Fig. 1: run 1, track usage over the die
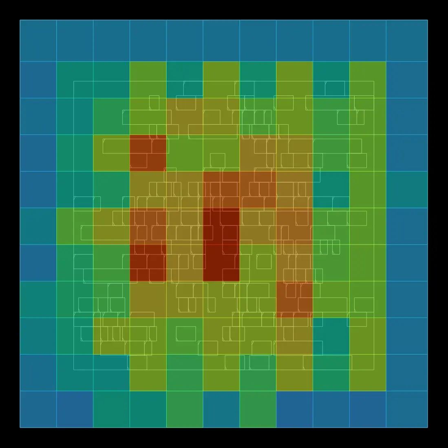
Fig. 2: run 1, I/O nets highlighted
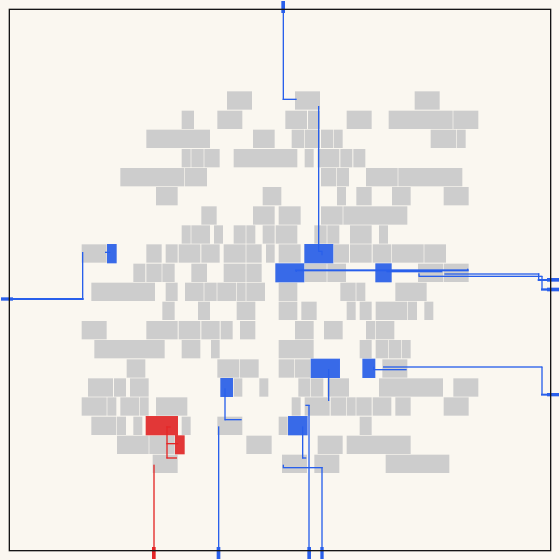
Fig. 3: run 1, wiring heat map
The bar under the picture is 20 um long. 15 x 15 tiles, from dark purple (low) to yellow (high), scaled to the fullest tile. Values are wire area over tile area, all layers added.
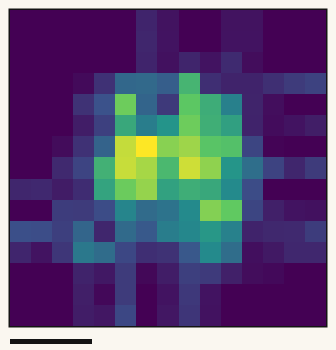
Fig. 4: run 1, placed cells, one color a class
The bar under the picture is 20 um long.
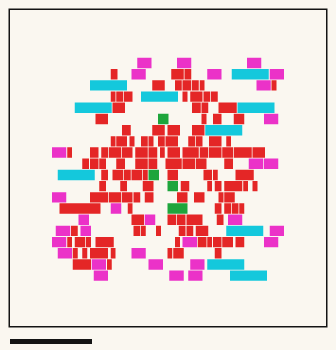
### src/rtl/mode_register_pkg.sv
// mode_register shared types: command enum and priority decoder.
// Used by mode_register and mode_register_next.
package mode_register_pkg;

  typedef enum logic [2:0] {
    CMD_HOLD = 3'd0,
    CMD_CLR  = 3'd1,
    CMD_LD   = 3'd2,
    CMD_INC  = 3'd3,
    CMD_DEC  = 3'd4,
    CMD_SHL  = 3'd5,
    CMD_SHR  = 3'd6
  } mode_cmd_e;

  // inc&dec together is a count no-op that
  // also masks the shift stage, so it is
  // decoded to hold before shifts are looked at.
  function automatic mode_cmd_e decode_cmd(
    input logic clr,
    input logic ld,
    input logic inc,
    input logic dec,
    input logic shl,
    input logic shr
  );
    mode_cmd_e c;
    c = CMD_HOLD;
    priority case (1'b1)
      clr:         c = CMD_CLR;
      ld:          c = CMD_LD;
      inc && !dec: c = CMD_INC;
      dec && !inc: c = CMD_DEC;
      inc && dec:  c = CMD_HOLD;
      shl && !shr: c = CMD_SHL;
      shr && !shl: c = CMD_SHR;
      default:     c = CMD_HOLD;
    endcase
    return c;
  endfunction

endpackage

### src/rtl/mode_register_next.sv
// mode_register next-state logic (purely combinational).
// MODE_REGISTER_SATURATE_EN: count saturates instead of wrapping.
module mode_register_next
  import mode_register_pkg::*;
#(
  parameter int              WIDTH   = 8,
  parameter logic [WIDTH-1:0] MOD_MAX = {WIDTH{1'b1}},
  parameter logic [WIDTH-1:0] RST_VAL = '0
) (
  input  mode_cmd_e        cmd,
  input  logic [WIDTH-1:0] cur,
  input  logic [WIDTH-1:0] din,
  input  logic             ser_in,
  input  logic             cur_ser,
  output logic [WIDTH-1:0] nxt,
  output logic             wrap,
  output logic             ser_out
);

  localparam logic [WIDTH-1:0] ONE = WIDTH'(1);

`ifdef MODE_REGISTER_SATURATE_EN
  localparam logic [WIDTH-1:0] UP_LIM = MOD_MAX;
  localparam logic [WIDTH-1:0] DN_LIM = '0;
`else
  localparam logic [WIDTH-1:0] UP_LIM = '0;
  localparam logic [WIDTH-1:0] DN_LIM = MOD_MAX;
`endif

  function automatic logic [WIDTH-1:0] clamp(
    input logic [WIDTH-1:0] v
  );
    return (v > MOD_MAX) ? MOD_MAX : v;
  endfunction

  logic [WIDTH-1:0] sl_raw;
  logic [WIDTH-1:0] sr_raw;

  assign sl_raw = {cur[WIDTH-2:0], ser_in};
  assign sr_raw = {ser_in, cur[WIDTH-1:1]};

  // Select next value, wrap pulse and serial bit
  always_comb begin
    nxt     = cur;
    wrap    = 1'b0;
    ser_out = cur_ser;
    unique case (cmd)
      CMD_CLR: nxt = RST_VAL;
      CMD_LD:  nxt = clamp(din);
      CMD_INC: begin
        if (cur >= MOD_MAX) begin
          nxt  = UP_LIM;
          wrap = 1'b1;
        end else begin
          nxt = cur + ONE;
        end
      end
      CMD_DEC: begin
        if (cur == '0) begin
          nxt  = DN_LIM;
          wrap = 1'b1;
        end else begin
          nxt = cur - ONE;
        end
      end
      CMD_SHL: begin
        nxt     = clamp(sl_raw);
        ser_out = cur[WIDTH-1];
      end
      CMD_SHR: begin
        nxt     = clamp(sr_raw);
        ser_out = cur[0];
      end
      default: nxt = cur;
    endcase
  end

endmodule

### src/rtl/mode_register.sv
// mode_register: load/count/shift register, registers only.
// MODE_REGISTER_SATURATE_EN: count saturates instead of wrapping.
module mode_register
  import mode_register_pkg::*;
#(
  parameter int              WIDTH   = 8,
  parameter logic [WIDTH-1:0] MOD_MAX = {WIDTH{1'b1}},
  parameter logic [WIDTH-1:0] RST_VAL = '0
) (
  input  logic             clk,
  input  logic             rst,
  input  logic             clr,
  input  logic             ld,
  input  logic             inc,
  input  logic             dec,
  input  logic             shl,
  input  logic             shr,
  input  logic             ser_in,
  input  logic [WIDTH-1:0] in,
  output logic [WIDTH-1:0] out,
  output logic             wrap,
  output logic             ser_out
);

  mode_cmd_e        cmd;
  logic [WIDTH-1:0] nxt;
  logic             nxt_wrap;
  logic             nxt_ser;

  assign cmd = decode_cmd(clr, ld, inc, dec, shl, shr);

  mode_register_next #(
    .WIDTH   (WIDTH),
    .MOD_MAX (MOD_MAX),
    .RST_VAL (RST_VAL)
  ) u_next (
    .cmd     (cmd),
    .cur     (out),
    .din     (in),
    .ser_in  (ser_in),
    .cur_ser (ser_out),
    .nxt     (nxt),
    .wrap    (nxt_wrap),
    .ser_out (nxt_ser)
  );

  // State registers, async reset to RST_VAL
  always_ff @(posedge clk or posedge rst) begin
    if (rst) begin
      out     <= RST_VAL;
      wrap    <= 1'b0;
      ser_out <= 1'b0;
    end else begin
      out     <= nxt;
      wrap    <= nxt_wrap;
      ser_out <= nxt_ser;
    end
  end

endmodule
### config.mk
export PLATFORM = sky130hd
export DESIGN_NAME = mode_register
export DESIGN_NICKNAME = d
export VERILOG_FILES = /design/src/rtl/mode_register_pkg.sv /design/src/rtl/mode_register_next.sv /design/src/rtl/mode_register.sv
export SDC_FILE = /design/constraint.sdc
export NUM_CORES = 1
export LEC_CHECK = 0
export ABC_AREA = 0
export CAP_MARGIN = 20
export CELL_PAD_IN_SITES_DETAIL_PLACEMENT = 0
export CELL_PAD_IN_SITES_GLOBAL_PLACEMENT = 1
export CORE_MARGIN = 10
export CORE_UTILIZATION = 35
export CTS_CLUSTER_DIAMETER = 40
export CTS_CLUSTER_SIZE = 40
export DETAILED_ROUTE_END_ITERATION = 8
export GPL_ROUTABILITY_DRIVEN = 0
export PLACE_DENSITY_LB_ADDON = 0.08
export SYNTH_ARGS = -nofsm -noshare
export SYNTH_HDL_FRONTEND = slang
export SYNTH_HIERARCHICAL = 1
export SYNTH_SLANG_ARGS = --single-unit
### constraint.sdc
create_clock -name clk -period 4.8 [get_ports clk]
set_input_delay 1.2 -clock clk [delete_from_list [all_inputs] [get_ports clk]]
set_output_delay 1.2 -clock clk [all_outputs]
set_load 0.02 [all_outputs]
==> deck_impl_summary.md, run 1 <==
Implementation Results

Run status
  • Status: completed

Clock tree
  • Clk sinks: 10
  • Post-cts resize count: 0

GRT
  • Largest net degree at the start of global routing: 22
  • Grt peak-use layer: met2

Synthesis
  • #FFs+latches synth: 10
  • Post-Syn Area per Cell: 7.48 um^2
  • Netlist Area Pre-Place: 0.00113 mm^2
  • Flip-flops with a built-in enable: 0

Worst setup path
  • Arrival @ worst endpoint: 3550 ps
  • Crit path DRT: 4960 ps

Detailed routing
  • Routed Antenna Nets: 0
  • Drt pass-1 iters: 4

Final layout
  • Register Area: 250 um^2
  • Non-filler cells in the finished layout: 216

Die
  • Die width: 76.8 um

STA
  • Relative slew slack: 0.618
  • Worst Hold Slack: 634 ps
  • Final Hold Fails: 0
  • Worst Skew: 1.87 ps
  • Worst slew pin tran: 569 ps

Pwr
  • Pwr/cell area: 249 mW/mm^2
  • Worst IR Drop VDD: 0.0000960 V
About Fig. 1:
GR Util met3: 0.00932
met1 usage: 0.158
DR WL/cell: 15.7 um

About Fig. 2:
Red stands for `shl`, bits 1, direction input, end cells 2, buffers 1, wire 19.5 um. Blue stands for `in`, bits 8, direction input, end cells 8, buffers 8, wire 225 um.
IO buf count: 26
IO Count: 27

About Fig. 3:
The emptiest ninth of the die: top left. The mean over all tiles is 0.090. 14% of the tiles are over half the peak.
final wirelength: 3380 um
Tot GR Track Use: 0.118
via count: 1207

About Fig. 4:
Red stands for remaining logic cells, cells 128. Magenta stands for remaining buffers and delay cells, cells 30. Green stands for clock drivers and dummy loads, cells 4. Cyan stands for registers, cells 10.
Final Cell Area: 0.00148 mm^2
CORE AREA: 0.00308 mm^2
Core Util, Final: 0.480
Rows: 20

[run 1: worst reg2reg max path: stages, from the launching register on]
cell and delay [ps]:
dfrtp_1 490, inv_1 150, ha_1 180, nor3b_2 250, or3b_1 390, or4_1 410, a21o_1 200, o211ai_2 60
[run 1: cells in the mapped netlist, types with 4 or more instances]
cell,n
a21oi_1,14
inv_1,14
nor2_1,11
dfrtp_1,10
clkbuf_1,9
nand3_1,6
o21ai_0,6
ha_1,5
nand2_1,5
nand2b_1,5
o22ai_1,5
nor3_1,4
[run 1: registers in the layout (all words and copies together), names as in the netlist]
name,cells
out,8
ser_out,1
wrap,1
[run 1: worst paths after layout]
path	endpoint	slack (ps)	cells past startpoint
max	out[2]$_DFF_PP0_	1410	9
min	ser_out$_DFF_PP0_	630	2
max reg2reg	out[6]$_DFF_PP0_	2590	7
min reg2reg	ser_out$_DFF_PP0_	630	2
max in group asynchronous	out[5]$_DFF_PP0_	3280	2
min in group asynchronous	out[0]$_DFF_PP0_	1220	2
[run 1: area by class of cell]
type / count / area share
well taps: 44 / 0.0373
multi-input cells: 114 / 0.536
flip-flops and latches: 10 / 0.169
clock buffers: 4 / 0.0246
repair buffers: 30 / 0.197
inverters: 14 / 0.0356
[run 1: kinds of logic (layout without fill, tap and decap cells)]
kind of cell               count (synthesis)  count (layout)  share of synthesized area
AOI/OAI and AO/OA                         55              55                      0.338
DFF                                       10              10                      0.221
xor gates and xnor gates                   5               5                     0.0388
buffers and inverters                     27              48                     0.0930
and+or+nand+nor                           46              46                      0.224
muxes                                      3               3                     0.0299
adders and majority gates                  5               5                     0.0554
[run 1: metrics by stage]
step                worst slack, ps  utilization  area (um^2)
finish                         1410        0.480         1480
global route                   1280        0.480         1480
CTS                            1410        0.480         1480
detailed placement             1120        0.468         1440
global placement               1150        0.468         1440
floorplan                      1670            -         1130
[run 1: layer usage]
layer  part of all wire  up-vias
li1                   -      600
met1               0.46      574
met2               0.47       31
met3              0.058        2
met4              0.010        0
met5                  0        -
[run 1: where the power goes]
part           leakage (nW)  internal (W)  switching (W)   total, W
logic                 0.435     0.0000797      0.0000818   0.000162
clock network        0.0210     0.0000460      0.0000348  0.0000808
registers             0.131     0.0000946      0.0000310   0.000126
total                 0.587      0.000220       0.000148   0.000368
Fig. 5: run 1, cell sizes after repair
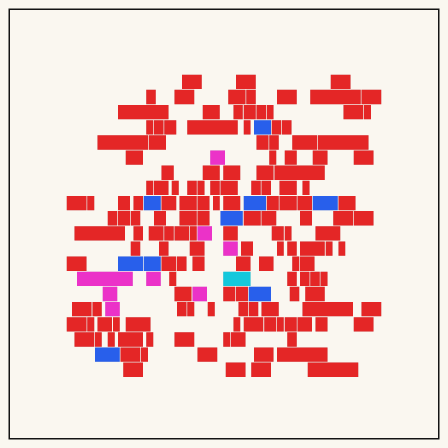

## Run 2: what changed since run 1
--- a/config.mk
+++ b/config.mk
@@ -10,7 +10,7 @@
 export CELL_PAD_IN_SITES_DETAIL_PLACEMENT = 0
 export CELL_PAD_IN_SITES_GLOBAL_PLACEMENT = 1
 export CORE_MARGIN = 10
-export CORE_UTILIZATION = 35
+export CORE_UTILIZATION = 32
 export CTS_CLUSTER_DIAMETER = 40
 export CTS_CLUSTER_SIZE = 40
 export DETAILED_ROUTE_END_ITERATION = 8
==> constraint.sdc (replaced) <==
create_clock -name clk -period 2.8 [get_ports clk]
set_input_delay 0.7 -clock clk [delete_from_list [all_inputs] [get_ports clk]]
set_output_delay 0.7 -clock clk [all_outputs]
set_load 0.02 [all_outputs]
Fig. 6: run 2, cell sizes after repair
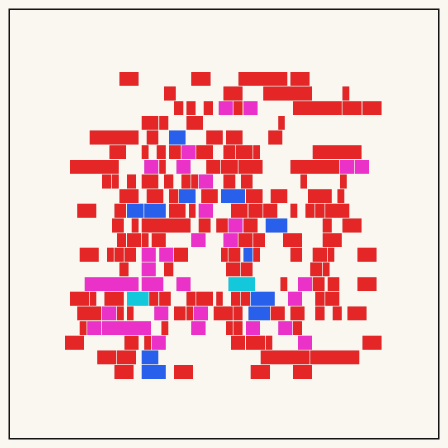
Cyan stands for x6 and larger, cells 2, share 1.0%. Blue stands for x2, cells 11, share 5.7%. Magenta stands for x3 and x4, cells 30, share 15%. Red stands for x1 and smaller, cells 151, share 78%.
Non-CTS buffers: 52
Layout area overhead: 47.7%
Final Cell Area: 0.00167 mm^2

Fig. 7: run 2, wiring heat map
The bar under the picture is 20 um long. 16 x 16 tiles, from dark purple (low) to yellow (high), scaled to the fullest tile. Values are wire area over tile area, all layers added.
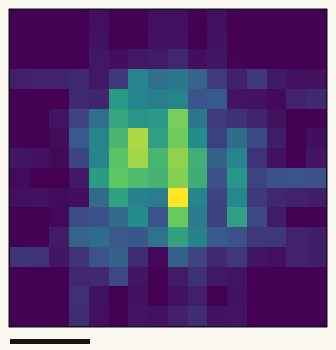
The densest ninth of the die: middle. The mean over all tiles is 0.099. 31% of the tiles are nearly empty. 10% of the tiles are over half the peak. The fullest tile reaches 0.58. The emptiest ninth of the die: top right.
DR WL/cell: 16.6 um
Tot GR Track Use: 0.125
via count: 1331
final wirelength: 3980 um

Fig. 8: run 2, I/O nets highlighted
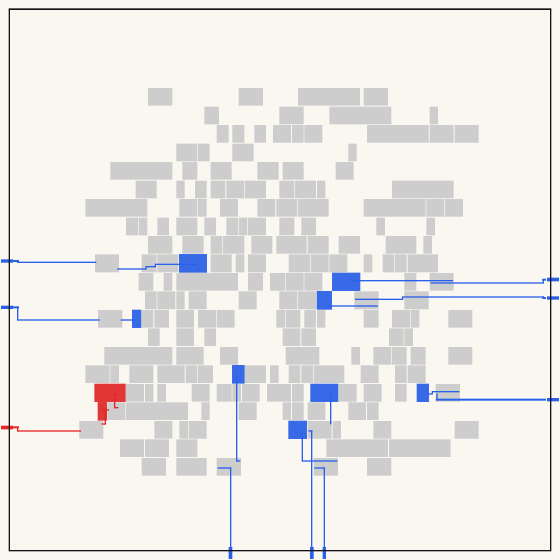
Red stands for `shl`, bits 1, direction input, end cells 2, buffers 2, wire 16.9 um. Blue stands for `in`, bits 8, direction input, end cells 8, buffers 8, wire 202 um.

==> deck_impl_summary.md, run 2 <==
Implementation Results

Pwr
  • Worst IR Drop VDD: 0.000161 V
  • Pwr/cell area: 407 mW/mm^2

Run status
  • Status: completed

Synthesis
  • Top cells by count: a21oi_1 (14), inv_1 (14), nor2_1 (11)
  • #FFs+latches synth: 10
  • Netlist Area Pre-Place: 0.00113 mm^2
  • Post-Syn Area per Cell: 7.48 um^2
  • Flip-flops with a built-in enable: 0

Detailed routing
  • Routed Antenna Nets: 0

Worst setup path
  • Arrival @ worst endpoint: 2780 ps
  • CP max-delay cell: clkdlybuf4s50_1
  • R2R depth: 7

Final layout
  • Largest regs: out x8, ser_out x1, wrap x1
  • Top reg by flops: out
  • Largest register FFs: 8

Die
  • CORE AREA: 0.00336 mm^2
  • Die width: 79.4 um
  • IO Count: 27
  • Rows: 21

STA
  • Worst Skew: 2.21 ps
  • Worst setup margin: 149 ps
  • Relative slew slack: 0.647
  • Final Hold Fails: 0
  • Worst slew pin tran: 526 ps

Placed design
  • Place WS: -347 ps
  • IO buf count: 26

GRT
  • Largest net degree at the start of global routing: 21

Clock tree
  • Clk sinks: 10

Hold path
  • Hold-critical path depth: 2
-- run 2: final timing paths --
| check | from | endpoint | slack (ps) |
|---|---|---|---|
| setup / recovery | shl | out[3]$_DFF_PP0_ | 150 |
| hold / removal | ser_out$_DFF_PP0_ | ser_out$_DFF_PP0_ | 650 |
| setup reg to reg | out[0]$_DFF_PP0_ | out[6]$_DFF_PP0_ | 780 |
| hold reg to reg | ser_out$_DFF_PP0_ | ser_out$_DFF_PP0_ | 650 |
| max in group asynchronous | rst | out[3]$_DFF_PP0_ | 1740 |
| min in group asynchronous | rst | wrap$_DFF_PP0_ | 740 |
-- run 2: power breakdown --
| part | internal [W] | switching, W |
|---|---|---|
| logic | 0.000165 | 0.000170 |
| registers | 0.000162 | 0.0000405 |
| clock network | 0.0000789 | 0.0000624 |
| total | 0.000406 | 0.000273 |
-- run 2: critical path: cells and delay by family --
| family | cells | cell delay [ps] |
|---|---|---|
| buffers and inverters | 3 | 740 |
| adder cells (fa/ha/maj) | 1 | 240 |
| multiplexers | 1 | 340 |
| AND-OR/OR-AND | 3 | 750 |
-- run 2: final cells by class --
cell class	count	area [um^2]
multi-input cells	114	816
well taps	46	57.6
flip-flops and latches	10	250
fillers	368	1690
inverters	14	52.6
repair buffers	52	457
clock buffers	4	36.3
-- run 2: timing repair --
item | in CTS | in global routing
resized | 3 | 5
endpoints found under the setup margin | 3 | 8
setup buffers | 0 | 1
pin swaps | 0 | 2
cloned | 0 | 1
-- run 2: logic make-up after synthesis --
| group | Yosys count | synth area share |
|---|---|---|
| mux | 3 | 0.0299 |
| xor+xnor | 5 | 0.0388 |
| flops | 10 | 0.221 |
| compound gates | 55 | 0.338 |
| fa+ha+maj | 5 | 0.0554 |
| buf+inv | 27 | 0.0930 |
| simple gates | 46 | 0.224 |
-- run 2: routing by layer --
metal,global-route usage,up-vias,part of all wire
met2,0.208,44,0.48
met3,0.0225,6,0.050
met5,0,-,0
met1,0.157,636,0.45
met4,0.0412,0,0.015
li1,-,645,-
-- run 2: metrics by stage --
stage / cells / util
final: 240 / 0.496
after CTS: 238 / 0.486
after detailed placement: 234 / 0.474
after floorplan: 151 / -
after global placement: 234 / 0.474
after global routing: 240 / 0.496
Fig. 9: run 2, track usage over the die
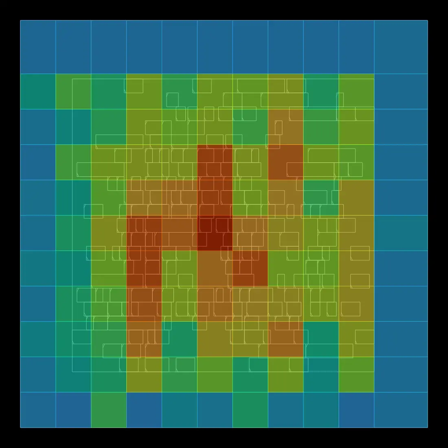

## Run 3: what changed since run 2
--- a/config.mk
+++ b/config.mk
@@ -5,14 +5,14 @@
 export SDC_FILE = /design/constraint.sdc
 export NUM_CORES = 1
 export LEC_CHECK = 0
-export ABC_AREA = 0
+export ABC_AREA = 1
 export CAP_MARGIN = 20
 export CELL_PAD_IN_SITES_DETAIL_PLACEMENT = 0
 export CELL_PAD_IN_SITES_GLOBAL_PLACEMENT = 1
 export CORE_MARGIN = 10
-export CORE_UTILIZATION = 32
-export CTS_CLUSTER_DIAMETER = 40
-export CTS_CLUSTER_SIZE = 40
+export CORE_UTILIZATION = 31
+export CTS_CLUSTER_DIAMETER = 150
+export CTS_CLUSTER_SIZE = 24
 export DETAILED_ROUTE_END_ITERATION = 8
 export GPL_ROUTABILITY_DRIVEN = 0
 export PLACE_DENSITY_LB_ADDON = 0.08
Fig. 10: run 3, track usage over the die
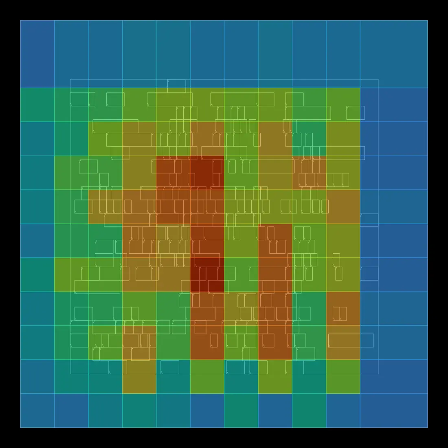
GR Util met3: 0.0335
GR Util met2: 0.199
DR WL/cell: 14.4 um
Tot GR Track Use: 0.128

Fig. 11: run 3, wiring heat map
The bar under the picture is 20 um long. 17 x 17 tiles, from dark purple (low) to yellow (high), scaled to the fullest tile. Values are wire area over tile area, all layers added.
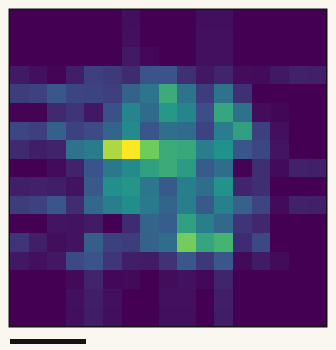
The mean over all tiles is 0.093. 6.2% of the tiles are over half the peak. 36% of the tiles are nearly empty.
via count: 1396
final wirelength: 3990 um

Fig. 12: run 3, placed cells, one color a class
The bar under the picture is 20 um long.
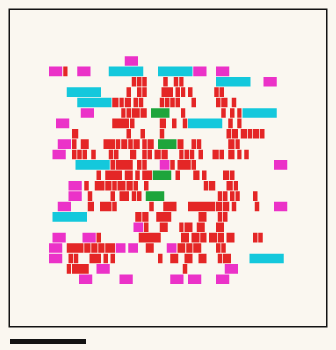
Green stands for clock drivers and dummy loads, cells 4. Magenta stands for remaining buffers and delay cells, cells 31. Red stands for remaining logic cells, cells 184. Cyan stands for registers, cells 10.
Rows: 22
CORE AREA: 0.00374 mm^2
Core Util, Final: 0.421
sequential share of cell area: 0.159
Final Cell Area: 0.00158 mm^2

==> deck_impl_summary.md, run 3 <==
Implementation Results

Run status
  • Status: completed

Placed design
  • Post-DP Area: 0.00152 mm^2
  • Place WS: 76.7 ps
  • Final HPWL DP: 3140 um
  • IO buf count: 26

Worst setup path
  • Worst Path Buf+Inv: 3
  • Crit path DRT: 2930 ps
  • Arrival @ worst endpoint: 2580 ps
  • CP endpoint kind: register
  • CP max-delay cell: clkdlybuf4s50_1

Synthesis
  • Syn Nets: 224
  • Top cells by count: nand2_1 (56), nor2_1 (29), nand3_1 (21)
  • Area share, top type: 0.205
  • Area leader, netlist: dfrtp_1
  • Flip-flops with a built-in enable: 0
  • #FFs+latches synth: 10
  • Fraction of registers with async set/reset: 1.00
  • Post-Syn Area per Cell: 6.03 um^2
  • Count leader, synth: nand2_1
  • Netlist Area Pre-Place: 0.00122 mm^2
  • Chip Area, Yosys: 0.00122 mm^2

STA
  • Relative slew slack: 0.691
  • Worst Skew: 7.12 ps
  • Worst slew pin tran: 460 ps
  • Final Hold Fails: 0
  • Worst setup margin: 357 ps

Final layout
  • Layout area overhead: 29.4%
  • Top reg by flops: out
  • Top Layout Cells: nand2_1 (56), nor2_1 (29), clkdlybuf4s50_1 (26), nand3_1 (21), inv_1 (18)
  • Largest regs: out x8, ser_out x1, wrap x1
  • Fillcell total: 424
  • Largest register FFs: 8

Clock tree
  • H-tree levels: 1
  • Post-CTS Setup Repair Bufs: 0
  • Clk sinks: 10
  • Post-cts resize count: 0

Pwr
  • Pwr/cell area: 482 mW/mm^2
  • Worst IR Drop VDD: 0.000202 V

GRT
  • Largest net degree at the start of global routing: 13

Die
  • IO Count: 27
  • Die width: 82.7 um

Detailed routing
  • Drt initial violations: 125
  • Routed Antenna Nets: 0
  • Drt pass-1 iters: 4

Run
  • Tool warning count: 29
[run 3: cell count changes in the layout (fill, tap and decap cells not counted), moves of 4 or more]
| cell | delta |
|---|---|
| nand3_1 | +15 |
| nand2_1 | +51 |
| nand4_1 | +11 |
| nor2_1 | +18 |
| nand2b_1 | -5 |
| buf_4 | -19 |
| inv_1 | +4 |
| a21oi_1 | -9 |
| inv_2 | +7 |
[run 3: metrics by stage]
step           hold slack (ps)  cells
2_1_floorplan              540    202
5_1_grt                    570    277
4_1_cts                    544    277
6_report                   536    277
3_3_place_gp               517    273
3_5_place_dp               522    273
[run 3: cell families (layout without fill, tap and decap cells)]
group	Yosys count	after routing	synth area share
adders and majority gates	5	5	0.0513
AOI/OAI and AO/OA	23	23	0.122
buffers and inverters	34	61	0.127
DFF	10	10	0.205
xor gates and xnor gates	1	1	0.00719
and+or+nand+nor	129	129	0.487
[run 3: final cells by class]
cell class,count,area [um^2],share of cell area
repair buffers,31,298,0.189
flip-flops and latches,10,250,0.159
multi-input cells,158,813,0.516
clock buffers,4,55.1,0.0349
well taps,48,60.1,0.0381
inverters,26,100,0.0635
[run 3: final timing paths]
check / start / slack, ps / cells after the start / endpoint
max in group asynchronous: rst / 1730 / 2 / out[7]$_DFF_PP0_
min in group asynchronous: rst / 750 / 2 / out[1]$_DFF_PP0_
worst min-delay path: ser_out$_DFF_PP0_ / 540 / 2 / ser_out$_DFF_PP0_
worst max-delay path: shl / 360 / 14 / out[3]$_DFF_PP0_
worst max register to register: out[0]$_DFF_PP0_ / 1230 / 9 / out[5]$_DFF_PP0_
worst min register to register: ser_out$_DFF_PP0_ / 540 / 2 / ser_out$_DFF_PP0_
[run 3: tightest hold or removal path: cells and delay by family, from the launching register on]
| family | cells | cell delay (ps) |
|---|---|---|
| flip-flops | 1 | 340 |
| AND-OR/OR-AND | 1 | 80 |
| AND/OR/NAND/NOR | 1 | 70 |
[run 3: report_power, final]
group          switching, W  internal [W]
clock network     0.0000727      0.000124
logic              0.000200      0.000137
registers         0.0000569      0.000168
[run 3: per-layer routing]
layer  wire length (um)  GRT usage  vias up
met2               1900      0.199       43
met4                 15     0.0385        0
met3                279     0.0335        2
met1               1790      0.168      631
li1                   -          -      720
met5                  0          0        -
No activity file was given, so power comes from the tool's default toggle rates.
